==> config.mk <==
export PLATFORM = sky130hd
export DESIGN_NAME = key_event_flat
export DESIGN_NICKNAME = d
export VERILOG_FILES = /design/src/rtl/key_pkg.sv /design/src/rtl/key_event_if.sv /design/src/rtl/key_event.sv /design/src/flat_wrapper.sv
export SDC_FILE = /design/constraint.sdc
export NUM_CORES = 1
export LEC_CHECK = 0
export CAP_MARGIN = 15
export CORE_ASPECT_RATIO = 0.6
export CORE_MARGIN = 2
export CORE_UTILIZATION = 41
export CTS_CLUSTER_SIZE = 8
export DETAILED_ROUTE_END_ITERATION = 8
export SLEW_MARGIN = 20
export SYNTH_ARGS = -nofsm -noshare
export SYNTH_HDL_FRONTEND = slang
export SYNTH_SLANG_ARGS = --single-unit
==> constraint.sdc <==
create_clock -name clk -period 2.7 [get_ports clk]
set_clock_uncertainty 0.1 [all_clocks]
set_input_delay 0.675 -clock clk [delete_from_list [all_inputs] [get_ports clk]]
set_output_delay 0.675 -clock clk [all_outputs]
set_load 0.03 [all_outputs]
final_congestion.png
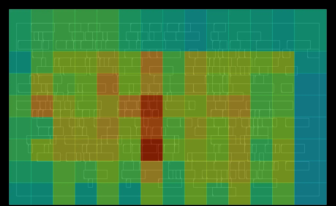
busiest layer in global routing: met1
Tot GR Track Use: 14.7%
met3 Use GR: 4.20%
post-layout util: 50.2%
Routed wire per std cell: 13.1 µm

met1.png
Bar = 20 µm.
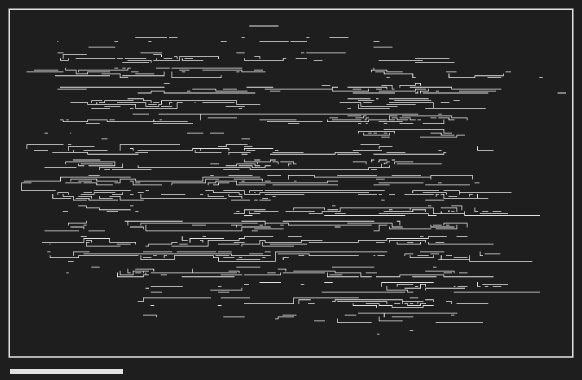
- share of all routed wire: 59%
- longest straight run: 46.0 µm
- main direction: horizontal
- wire length on this layer: 2530 µm
- nets with wire on the layer: 246
drt total wl: 4320 µm
routed vias: 1658

wire_density.png
Bar = 20 µm. 20 x 12 tiles, from black (low) to pale yellow (high), scaled to the fullest tile. Values are wire area over tile area, all layers added.
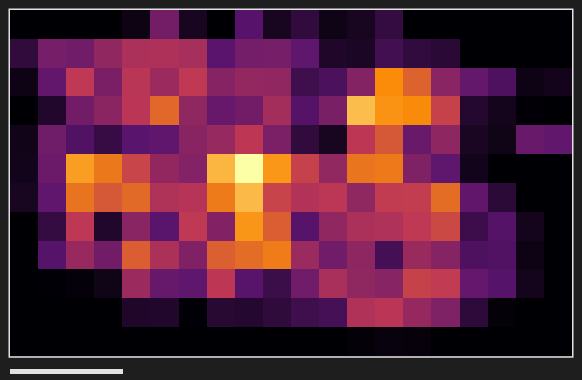
- tiles over half the peak: 17%
- fullest tile: 0.41
- mean over tiles: 0.11

met2.png
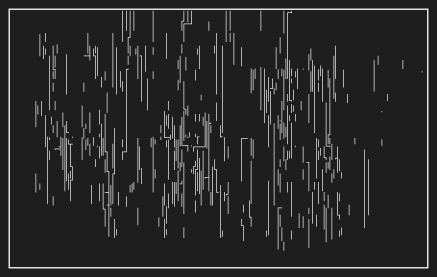
- nets with wire on the layer: 200
- share of all routed wire: 37%
- main direction: vertical
- longest straight run: 20.7 µm
- wire length on this layer: 1590 µm
M2 GR Usage: 18.1%

==> out/metrics.cfg <==
[synth]
yosys_warnings = 0
xor_area_share_pct = 14.0
adder_share_pct = 3.32
ys_cells = 242
synthMuxAreaShare_pct = 0.443

[floorplanning]
core_area_um2 = 5180
die_h_um = 61.5

[finish]
n_all_inverters = 5
layout.nets = 272
n_antenna_cell = 0

[grt]
grt_pass1_wl_um = 6890
grt_pass1_vias = 1389
grt_overflow_total = 0

[clock_tree]
clock_sinks = 49
root_buffer = clkbuf_8
cts_hold_buf = 0

[flow_run]
cap_violations = 0

[timing]
drv_slew = 0

[routing]
drt_iter0_markers = 67

[worst_setup_path]
reg2regPathDepth = 6
cp-start-kind = flop
worstSetupPathType = reg2out

[place]
hpwl_um = 3090

[status]
status = finished clean

[layer usage]
metal / share of wire [%] / GRT usage (%) / vias to the layer above
met3: 4.4 / 4.20 / 2
li1: - / - / 876
met4: 0.28 / 5.09 / 0
met5: 0 / 0 / -
met1: 59 / 23.3 / 752
met2: 37 / 18.1 / 28
[where the power goes]
part	total [mW]	leakage (nW)	internal (mW)	switching (mW)
combinational	0.0778	0.468	0.0336	0.0442
clock	0.470	0.0542	0.232	0.238
sequential	0.739	0.396	0.731	0.00779
[metrics by stage]
step / setup WS (ps) / cell area (µm²) / hold slack, ps
final: 512 / 2600 / 399
after global routing: 434 / 2600 / 425
after CTS: 488 / 2600 / 396
after detailed placement: 302 / 2500 / 375
after global placement: 362 / 2500 / 365
after floorplan: 733 / 2260 / 341
Power and IR drop assume default switching activity.
